--- config.mk ---
export PLATFORM = sky130hd
export DESIGN_NAME = axi_llc_way_arbiter_flat
export DESIGN_NICKNAME = d
export VERILOG_FILES = /design/src/rtl/axi_llc_way_arbiter_pkg.sv /design/src/rtl/axi_llc_way_arbiter_if.sv /design/src/rtl/axi_llc_way_arbiter_fifo.sv /design/src/rtl/axi_llc_way_arbiter.sv /design/src/flat_wrapper.sv
export SDC_FILE = /design/constraint.sdc
export NUM_CORES = 1
export LEC_CHECK = 0
export ABC_AREA = 1
export CAP_MARGIN = 20
export CELL_PAD_IN_SITES_DETAIL_PLACEMENT = 1
export CELL_PAD_IN_SITES_GLOBAL_PLACEMENT = 1
export CORE_MARGIN = 2
export CORE_UTILIZATION = 18
export DETAILED_ROUTE_END_ITERATION = 16
export PLACE_DENSITY_LB_ADDON = 0.1
export REMOVE_ABC_BUFFERS = 1
export SYNTH_ARGS = -nofsm -noshare
export SYNTH_HDL_FRONTEND = slang
export SYNTH_HIERARCHICAL = 1
export SYNTH_SLANG_ARGS = --single-unit
export TNS_END_PERCENT = 10
--- constraint.sdc ---
create_clock -name clk_i -period 4.7 [get_ports clk_i]
set_input_delay 1.175 -clock clk_i [delete_from_list [all_inputs] [get_ports clk_i]]
set_output_delay 1.175 -clock clk_i [all_outputs]
set_load 0.02 [all_outputs]
--- src/rtl/axi_llc_way_arbiter_pkg.sv ---
// Shared types and constants for the LLC data-way request arbiter.
package axi_llc_way_arbiter_pkg;

  // Number of cache units sharing the data-way port (write, read, evict, refill).
  localparam int unsigned NumUnits    = 4;
  // Outstanding read requests the route FIFO can track.
  localparam int unsigned MaxWayReads = 4;

  localparam int unsigned UnitIdxWidth = (NumUnits > 1) ? $clog2(NumUnits) : 1;

  // Index of a requesting unit; this is what the route FIFO stores.
  typedef logic [UnitIdxWidth-1:0] way_unit_idx_t;

  // Request towards the data ways.
  typedef struct packed {
    logic        we;
    logic [7:0]  addr;
    logic [31:0] data;
  } way_inp_t;

  // Response from the data ways.
  typedef struct packed {
    logic [31:0] data;
  } way_oup_t;

endpackage

--- src/rtl/axi_llc_way_arbiter_if.sv ---
// Bundles the unit request/response ports and the data-way port.
// The arbiter takes the slave view; units and data ways take the master view.
interface axi_llc_way_arbiter_if
  import axi_llc_way_arbiter_pkg::*;
#(
  parameter int unsigned NumUnits = axi_llc_way_arbiter_pkg::NumUnits
) ();

  way_inp_t [NumUnits-1:0] req;
  logic     [NumUnits-1:0] req_valid;
  logic     [NumUnits-1:0] req_ready;

  way_inp_t                way_inp;
  logic                    way_inp_valid;
  logic                    way_inp_ready;

  way_oup_t                way_oup;
  logic                    way_oup_valid;
  logic                    way_oup_ready;

  way_oup_t [NumUnits-1:0] rsp;
  logic     [NumUnits-1:0] rsp_valid;
  logic     [NumUnits-1:0] rsp_ready;

  modport slave (
    input  req, req_valid, way_inp_ready, way_oup, way_oup_valid, rsp_ready,
    output req_ready, way_inp, way_inp_valid, way_oup_ready, rsp, rsp_valid
  );

  modport master (
    output req, req_valid, way_inp_ready, way_oup, way_oup_valid, rsp_ready,
    input  req_ready, way_inp, way_inp_valid, way_oup_ready, rsp, rsp_valid
  );

endinterface

--- src/rtl/axi_llc_way_arbiter_fifo.sv ---
// Non-fall-through route FIFO holding the requester index of each pending read.
// A push is accepted while full if a pop happens in the same cycle.
module axi_llc_way_arbiter_fifo #(
  parameter int unsigned Depth = 4,
  parameter int unsigned Width = 2
) (
  input  logic             clk_i,
  input  logic             rst_ni,
  input  logic             testmode_i,
  input  logic             push_i,
  input  logic [Width-1:0] data_i,
  input  logic             pop_i,
  output logic [Width-1:0] data_o,
  output logic             full_o,
  output logic             empty_o
);

  localparam int unsigned PtrWidth = (Depth > 1) ? $clog2(Depth) : 1;
  localparam int unsigned CntWidth = $clog2(Depth + 1);

  logic [Width-1:0]    mem_q [Depth];
  logic [PtrWidth-1:0] wr_ptr_q, rd_ptr_q;
  logic [CntWidth-1:0] cnt_q;
  logic                do_push, do_pop;

  // No clock gating inside this FIFO, so testmode has nothing to bypass.
  logic unused_testmode;
  assign unused_testmode = testmode_i;

  function automatic logic [PtrWidth-1:0] ptr_inc(input logic [PtrWidth-1:0] ptr);
    return (32'(ptr) == Depth - 1) ? '0 : ptr + PtrWidth'(1);
  endfunction

  assign full_o  = (cnt_q == CntWidth'(Depth));
  assign empty_o = (cnt_q == '0);
  assign do_pop  = pop_i && !empty_o;
  assign do_push = push_i && (!full_o || pop_i);
  assign data_o  = mem_q[rd_ptr_q];

  // Pointer and occupancy bookkeeping.
  // NOTE: sequential state uses non-blocking assignments so every flop samples pre-edge values.
  always_ff @(posedge clk_i or negedge rst_ni) begin
    if (!rst_ni) begin
      wr_ptr_q <= '0;
      rd_ptr_q <= '0;
      cnt_q    <= '0;
    end else begin
      if (do_push) wr_ptr_q <= ptr_inc(wr_ptr_q);
      if (do_pop)  rd_ptr_q <= ptr_inc(rd_ptr_q);
      if (do_push && !do_pop)      cnt_q <= cnt_q + CntWidth'(1);
      else if (do_pop && !do_push) cnt_q <= cnt_q - CntWidth'(1);
    end
  end

  // Entry storage.
  // NOTE: the storage array has no reset; the pointers and count alone decide which entries are live.
  always_ff @(posedge clk_i) begin
    if (do_push) mem_q[wr_ptr_q] <= data_i;
  end

endmodule

--- src/rtl/axi_llc_way_arbiter.sv ---
// Round-robin arbiter sharing the data-way request port between LLC units.
// A grant is held until the data ways accept it; read requesters are queued
// in order so each data-way response is steered back to its originator.
// NumUnits must be >= 2 and MaxReads >= 1.
module axi_llc_way_arbiter
  import axi_llc_way_arbiter_pkg::*;
#(
  parameter int unsigned NumUnits = axi_llc_way_arbiter_pkg::NumUnits,
  parameter int unsigned MaxReads = MaxWayReads
) (
  input logic                   clk_i,
  input logic                   rst_ni,
  input logic                   test_i,
  axi_llc_way_arbiter_if.slave  bus
);

  localparam int unsigned IdxWidth = $clog2(NumUnits);
  typedef logic [IdxWidth-1:0] unit_idx_t;

  unit_idx_t           prio_q, sel_q, sel, head;
  logic                lock_q;
  logic                valid, handshake, push, pop;
  logic                fifo_full, fifo_empty;
  logic [NumUnits-1:0] eligible;

  // Reads need a free route slot; writes are never held back by the FIFO.
  // NOTE: every combinational output gets a default first so no latch is inferred.
  always_comb begin
    eligible = '0;
    for (int i = 0; i < NumUnits; i++) begin
      eligible[i] = bus.req_valid[i] && (bus.req[i].we || !fifo_full);
    end
  end

  // Circular search from prio_q, or replay the held grant while locked.
  always_comb begin
    int unsigned idx;
    idx   = 0;
    sel   = prio_q;
    valid = 1'b0;
    if (lock_q) begin
      sel   = sel_q;
      valid = eligible[sel_q];
    end else begin
      for (int unsigned k = 0; k < NumUnits; k++) begin
        idx = (32'(prio_q) + k) % NumUnits;
        if (!valid && eligible[unit_idx_t'(idx)]) begin
          valid = 1'b1;
          sel   = unit_idx_t'(idx);
        end
      end
    end
  end

  assign handshake         = valid && bus.way_inp_ready;
  assign push              = handshake && !bus.req[sel].we;
  assign bus.way_inp_valid = valid;
  assign bus.way_inp       = bus.req[sel];

  // Only the selected unit sees the data-way ready.
  always_comb begin
    bus.req_ready      = '0;
    bus.req_ready[sel] = handshake;
  end

  // Priority rotation and grant lock.
  always_ff @(posedge clk_i or negedge rst_ni) begin
    if (!rst_ni) begin
      prio_q <= '0;
      sel_q  <= '0;
      lock_q <= 1'b0;
    end else if (handshake) begin
      lock_q <= 1'b0;
      prio_q <= (32'(sel) == NumUnits - 1) ? '0 : sel + unit_idx_t'(1);
    end else if (valid) begin
      lock_q <= 1'b1;
      sel_q  <= sel;
    end
  end

  axi_llc_way_arbiter_fifo #(
    .Depth (MaxReads),
    .Width (IdxWidth)
  ) i_route_fifo (
    .clk_i      (clk_i),
    .rst_ni     (rst_ni),
    .testmode_i (test_i),
    .push_i     (push),
    .data_i     (sel),
    .pop_i      (pop),
    .data_o     (head),
    .full_o     (fifo_full),
    .empty_o    (fifo_empty)
  );

  // Steer the response valid to the unit at the route FIFO head.
  always_comb begin
    bus.rsp_valid       = '0;
    bus.rsp_valid[head] = bus.way_oup_valid && !fifo_empty;
  end

  // Response payload is broadcast; only the one-hot valid selects the receiver.
  always_comb begin
    for (int i = 0; i < NumUnits; i++) begin
      bus.rsp[i] = bus.way_oup;
    end
  end

  assign bus.way_oup_ready = bus.rsp_ready[head] && !fifo_empty;
  assign pop               = bus.way_oup_valid && bus.way_oup_ready;

  // A response with no pending read route is a data-way protocol error.
  rsp_without_route: assert property (@(posedge clk_i) disable iff (!rst_ni)
    bus.way_oup_valid |-> !fifo_empty);

  rsp_valid_onehot: assert property (@(posedge clk_i) disable iff (!rst_ni)
    $onehot0(bus.rsp_valid));

endmodule
--- src/flat_wrapper.sv ---
// flat-port wrapper written by rule: the top's interface ports become plain ports
module axi_llc_way_arbiter_flat import axi_llc_way_arbiter_pkg::*;
#(
  parameter int unsigned NumUnits = axi_llc_way_arbiter_pkg::NumUnits,
  parameter int unsigned MaxReads = MaxWayReads
)
  (clk_i, rst_ni, test_i, bus_req, bus_req_valid, bus_way_inp_ready, bus_way_oup, bus_way_oup_valid, bus_rsp_ready, bus_req_ready, bus_way_inp, bus_way_inp_valid, bus_way_oup_ready, bus_rsp, bus_rsp_valid);
  axi_llc_way_arbiter_if #(.NumUnits(NumUnits)) bus_i ();
  input logic clk_i;
  input logic rst_ni;
  input logic test_i;
  input wire logic [$bits(bus_i.req)-1:0] bus_req;
  input wire logic [$bits(bus_i.req_valid)-1:0] bus_req_valid;
  input wire logic [$bits(bus_i.way_inp_ready)-1:0] bus_way_inp_ready;
  input wire logic [$bits(bus_i.way_oup)-1:0] bus_way_oup;
  input wire logic [$bits(bus_i.way_oup_valid)-1:0] bus_way_oup_valid;
  input wire logic [$bits(bus_i.rsp_ready)-1:0] bus_rsp_ready;
  output wire logic [$bits(bus_i.req_ready)-1:0] bus_req_ready;
  output wire logic [$bits(bus_i.way_inp)-1:0] bus_way_inp;
  output wire logic [$bits(bus_i.way_inp_valid)-1:0] bus_way_inp_valid;
  output wire logic [$bits(bus_i.way_oup_ready)-1:0] bus_way_oup_ready;
  output wire logic [$bits(bus_i.rsp)-1:0] bus_rsp;
  output wire logic [$bits(bus_i.rsp_valid)-1:0] bus_rsp_valid;
  assign bus_i.req = bus_req;
  assign bus_i.req_valid = bus_req_valid;
  assign bus_i.way_inp_ready = bus_way_inp_ready;
  assign bus_i.way_oup = bus_way_oup;
  assign bus_i.way_oup_valid = bus_way_oup_valid;
  assign bus_i.rsp_ready = bus_rsp_ready;
  assign bus_req_ready = bus_i.req_ready;
  assign bus_way_inp = bus_i.way_inp;
  assign bus_way_inp_valid = bus_i.way_inp_valid;
  assign bus_way_oup_ready = bus_i.way_oup_ready;
  assign bus_rsp = bus_i.rsp;
  assign bus_rsp_valid = bus_i.rsp_valid;
  axi_llc_way_arbiter #(.NumUnits(NumUnits), .MaxReads(MaxReads)) u_core (.clk_i(clk_i), .rst_ni(rst_ni), .test_i(test_i), .bus(bus_i));
endmodule
==> flow_metrics.env, run 1 <==
# implementation run metrics
export IMPL_grt_antenna_before_repair=0
export IMPL_synth_cellmix_compoundShare_pct=1.95
export IMPL_synth_avg_cell_area_sq_um=5.55
export IMPL_met1_length_um=8570
export IMPL_drv_slew=0
export IMPL_route_final_wire_length_um=22700
export IMPL_mostFrequentLayoutCell="sky130_fd_sc_hd__nand2_1"
export IMPL_hold_slack_ns=0.530
export IMPL_synth_area_leader_cell="sky130_fd_sc_hd__nand2_1"
export IMPL_layout_drive_gt1_share_pct=17.3
export IMPL_synth_cellmix_xorXnorShare_pct=0.214
export IMPL_die_area_sq_mm=0.0240
export IMPL_biggestRegsByFlops="u_core/i_route_fifo/mem_q x8, u_core/i_route_fifo/cnt_q x3"
export IMPL_drc=0
export IMPL_dominant_power_group="combinational cells"
export IMPL_synth_most_common_cell="sky130_fd_sc_hd__nand2_1"
export IMPL_clockPowerShare_pct=3.1
export IMPL_routed_via_count=4941
export IMPL_ys_sh_adder_pct=3.54
export IMPL_fin_crit_sh_pct=97.1
export IMPL_numCtsBuffers=3
export IMPL_top_fanout_value_on_the_critical_path=5
export IMPL_clock_sink_count=20
export IMPL_status="complete, no violations"
export IMPL_yosysTopAreaCellShare_pct=38.6
export IMPL_synth_flops=20
export IMPL_synth_chip_area_sq_mm=0.00410
export IMPL_via_count_of_the_first_global_routing_pass=5240
export IMPL_global_route_usage_met3_pct=14.0
export IMPL_dr_first_iter_drc_count=121
export IMPL_place_port_buffers=226
run 1: timing repair:
item | in CTS | in global routing
setup buffers | 0 | 7
endpoints found under the hold margin | 0 | 0
pin swaps | 0 | 12
endpoints found under the setup margin | 45 | 47
gates resized | 193 | 80
gates cloned | 2 | 7
run 1: critical path: stages:
cell                              delay (ns)
sky130_fd_sc_hd__clkdlybuf4s50_1        0.55
sky130_fd_sc_hd__nand3_2                0.12
sky130_fd_sc_hd__nand2_2                0.08
sky130_fd_sc_hd__nand2_1                0.08
sky130_fd_sc_hd__nand2_2                0.10
sky130_fd_sc_hd__nand4_1                0.12
sky130_fd_sc_hd__nand2_2                0.12
sky130_fd_sc_hd__nand3_4                0.17
sky130_fd_sc_hd__nand2_8                0.19
sky130_fd_sc_hd__clkinv_16              0.09
sky130_fd_sc_hd__buf_4                  0.15
sky130_fd_sc_hd__ha_1                   0.18
sky130_fd_sc_hd__inv_1                  0.06
sky130_fd_sc_hd__nor2_2                 0.05
sky130_fd_sc_hd__buf_6                  0.13
run 1: layout make-up:
cell class | count | area [sq um]
sequential | 20 | 541
timing repair buffer | 277 | 2800
clock buffer | 4 | 88.8
timing repair inverter | 1 | 11.3
inverter | 41 | 190
tap | 285 | 357
multi-input combinational | 523 | 2350
fill | 2844 | 16200
run 1: per-stage QoR:
stage	instances	setup TNS [ns]	instance area (sq um)	setup slack [ns]	power [mW]
after detailed placement	1131	-22.34	5880	-0.566	5.53
final	1151	0	6340	0.138	6.19
after global routing	1151	-0.806	6340	-0.0410	6.83
after global placement	1131	-19.20	5880	-0.514	5.44
after CTS	1137	-0.398	5960	-0.0765	5.68
after floorplan	583	0	2930	0.0909	3.01
### Signal wires on met3, run 1

Drawn at 3 px/um.
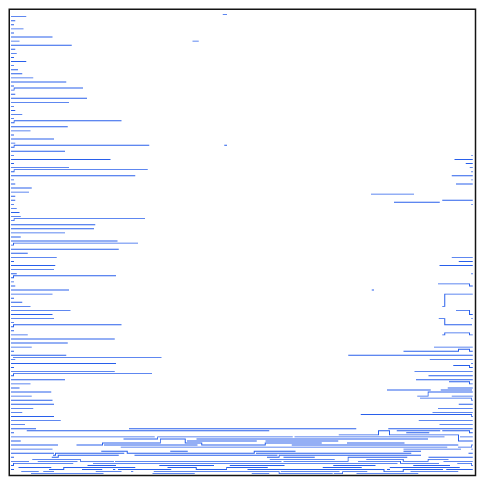
166 nets have wire on it. The layer carries 3820 um of wire. The wires run mostly horizontal. The layer holds 17% of the routed length. The longest straight run is 109 um.

### Sizing map, run 1

Drawn at 2 px/um.
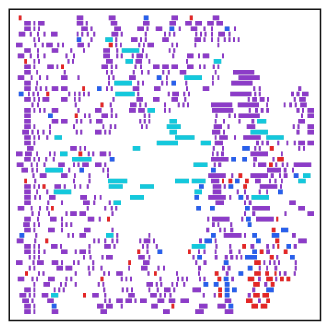
Blue stands for _3 and _4 cells, cells 53. Red stands for _2 cells, cells 59. Purple stands for _0 and _1 cells, cells 716. Cyan stands for _6 and larger, cells 38.
number of buffers other than clock buffers in the final layout: 277
Area Growth Syn to Fin: 54.7%

### Routing congestion, run 1

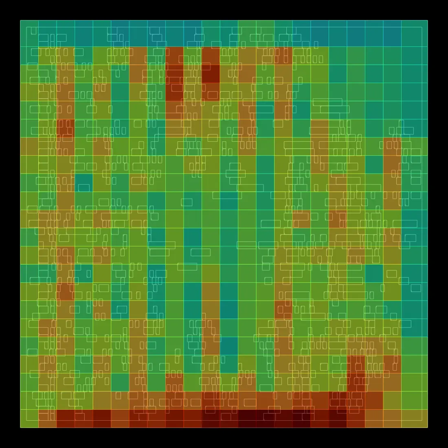
layer with the highest usage: met2
met2 Usage GRT: 27.1%

--- run 2 (diff from run 1) ---
- GPL_TIMING_DRIVEN: default -> 0
==> flow_metrics.env, run 2 <==
# implementation run metrics
export IMPL_r2r_end="u_core/i_route_fifo/cnt_q[2]$_DFFE_PN0P_"
export IMPL_path_cells="dlygate4sd2_1 -> inv_1 -> nand2_2 -> nand3_2 -> nand3_1 -> nand2_2 -> nand2_4 -> nor2_4 -> nand3_2 -> nand3_4 -> buf_12 -> nand2_8 -> buf_12 -> inv_16 -> buf_12 -> ha_1 -> inv_1 -> nor2_1 -> buf_4"
export IMPL_mi_logic_area_sq_mm=0.00250
export IMPL_drtAntennaViolNets=0
export IMPL_numCtsBuffers=3
export IMPL_clock_sink_count=20
export IMPL_die_area_sq_mm=0.0240
export IMPL_drv_slew=0
export IMPL_drc=0
export IMPL_dp_slack_ns=-1.83
export IMPL_routed_via_count=4947
export IMPL_critical_path_n_buffers_inverters=8
export IMPL_setup_tns_ns=-0.0448
export IMPL_top_fanout_value_on_the_critical_path=5
export IMPL_grt_antenna_before_repair=0
export IMPL_fin_area_sq_mm=0.00629
export IMPL_area_growth_syn_to_layout_pct=53.4
export IMPL_timing_critical_path_slowest_cell_delay_ns=0.27
export IMPL_min_path_cells=2
export IMPL_layout_drive_gt1_share_pct=16.8
export IMPL_dr_first_iter_drc_count=155
export IMPL_depth_of_the_cts_h_tree=1
export IMPL_yosysTopAreaCellShare_pct=38.6
export IMPL_grt_most_used_layer="met2"
export IMPL_synth_flops=20
export IMPL_setup_ws_ns=-0.0154
export IMPL_synth_most_common_cell="sky130_fd_sc_hd__nand2_1"
export IMPL_area_sequential_sq_um=541
export IMPL_synth_area_leader_cell="sky130_fd_sc_hd__nand2_1"
export IMPL_status="finished, violations left"
export IMPL_post_place_cells=1095
export IMPL_power_mw=6.46
export IMPL_worst_path_most_repeated_cell="sky130_fd_sc_hd__buf_12"
export IMPL_cp_end_kind="output port"
export IMPL_violated_checks="negative setup slack"
export IMPL_cp_slowest_cell="sky130_fd_sc_hd__dlygate4sd2_1"
export IMPL_via_count_of_the_first_global_routing_pass=5371
export IMPL_placed_cell_area_sq_mm=0.00557
export IMPL_synth_chip_area_sq_mm=0.00410
export IMPL_mostFrequentLayoutCell="sky130_fd_sc_hd__nand2_1"
export IMPL_largest_delay_contributor_family_on_the_critical_path="buffers and inverters"
export IMPL_timing_final_setup_violations=4
export IMPL_route_final_wire_length_um=25700
export IMPL_place_port_buffers=226
export IMPL_biggestRegsByFlops="u_core/i_route_fifo/mem_q x8, u_core/i_route_fifo/cnt_q x3"
export IMPL_synth_avg_cell_area_sq_um=5.55
[run 2: per-layer routing]
layer / vias up / wire, um
met3: 13 / 3410
met1: 2291 / 10600
met5: - / 183
li1: 2361 / -
met4: 4 / 187
met2: 278 / 11400
[run 2: how the worst max path moves through the flow]
stage / from / end / cells after the start
floorplan: bus_req[81] / bus_req_ready[0] / 14
global route: bus_req[163] / bus_req_ready[2] / 19
finish: bus_req[163] / bus_req_ready[2] / 19
detailed placement: bus_req[163] / bus_way_inp[29] / 18
global placement: bus_req[81] / bus_req_ready[3] / 21
CTS: bus_req[122] / bus_way_inp[34] / 18
[run 2: power by group]
part	switching [mW]	leakage [nW]	internal, mW
sequential	0.0868	0.220	0.278
combinational	3.86	2.95	2.06
clock	0.0591	0.0382	0.115
[run 2: timing repair]
item / 4_1_cts / 5_1_grt
gates resized: 141 / 111
gates cloned: 13 / 7
endpoints found under the setup margin: 47 / 45
buffers inserted: 14 / 11
pin swaps: 12 / 9
[run 2: area by class of cell]
| class | instances | share of cell area, % |
|---|---|---|
| clock buffers | 4 | 1.25 |
| inverters | 41 | 3.16 |
| multi-input cells | 529 | 39.8 |
| well taps | 285 | 5.67 |
| repair buffers | 253 | 38.5 |
| repair inverters | 12 | 3.04 |
| flip-flops and latches | 20 | 8.60 |
[run 2: cell families after synthesis]
group | count (synthesis) | synth area share [%]
simple gates | 495 | 48.7
fa+ha+maj | 11 | 3.54
xor+xnor | 1 | 0.214
compound gates | 15 | 1.95
buf+inv | 196 | 32.4
flops | 20 | 13.2
### Gate families picked out, run 2

Drawn at 2 px/um.
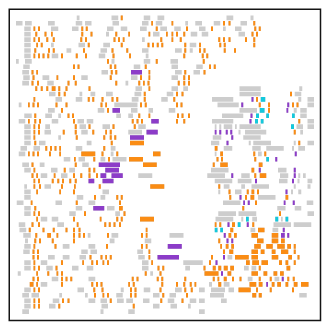
Orange stands for nand cells, cells 480, most used nand2_1, where all over the die. Cyan stands for aoi and oai cells, cells 15, most used o21ai_0. Purple stands for inv cells, cells 53, most used inv_1.

### Routing congestion, run 2

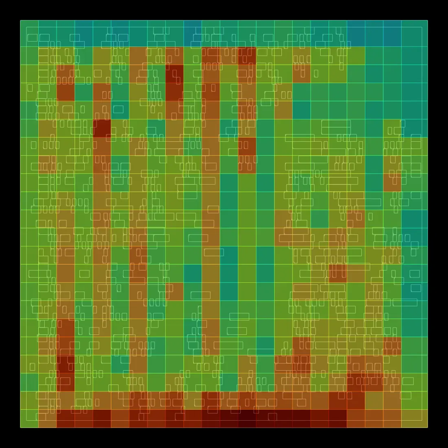
met3 Usage GRT: 13.1%
met2 Usage GRT: 31.2%
Core Util, Final: 27.9%

Power figures rest on the tool's default switching activity, not on a simulated workload.
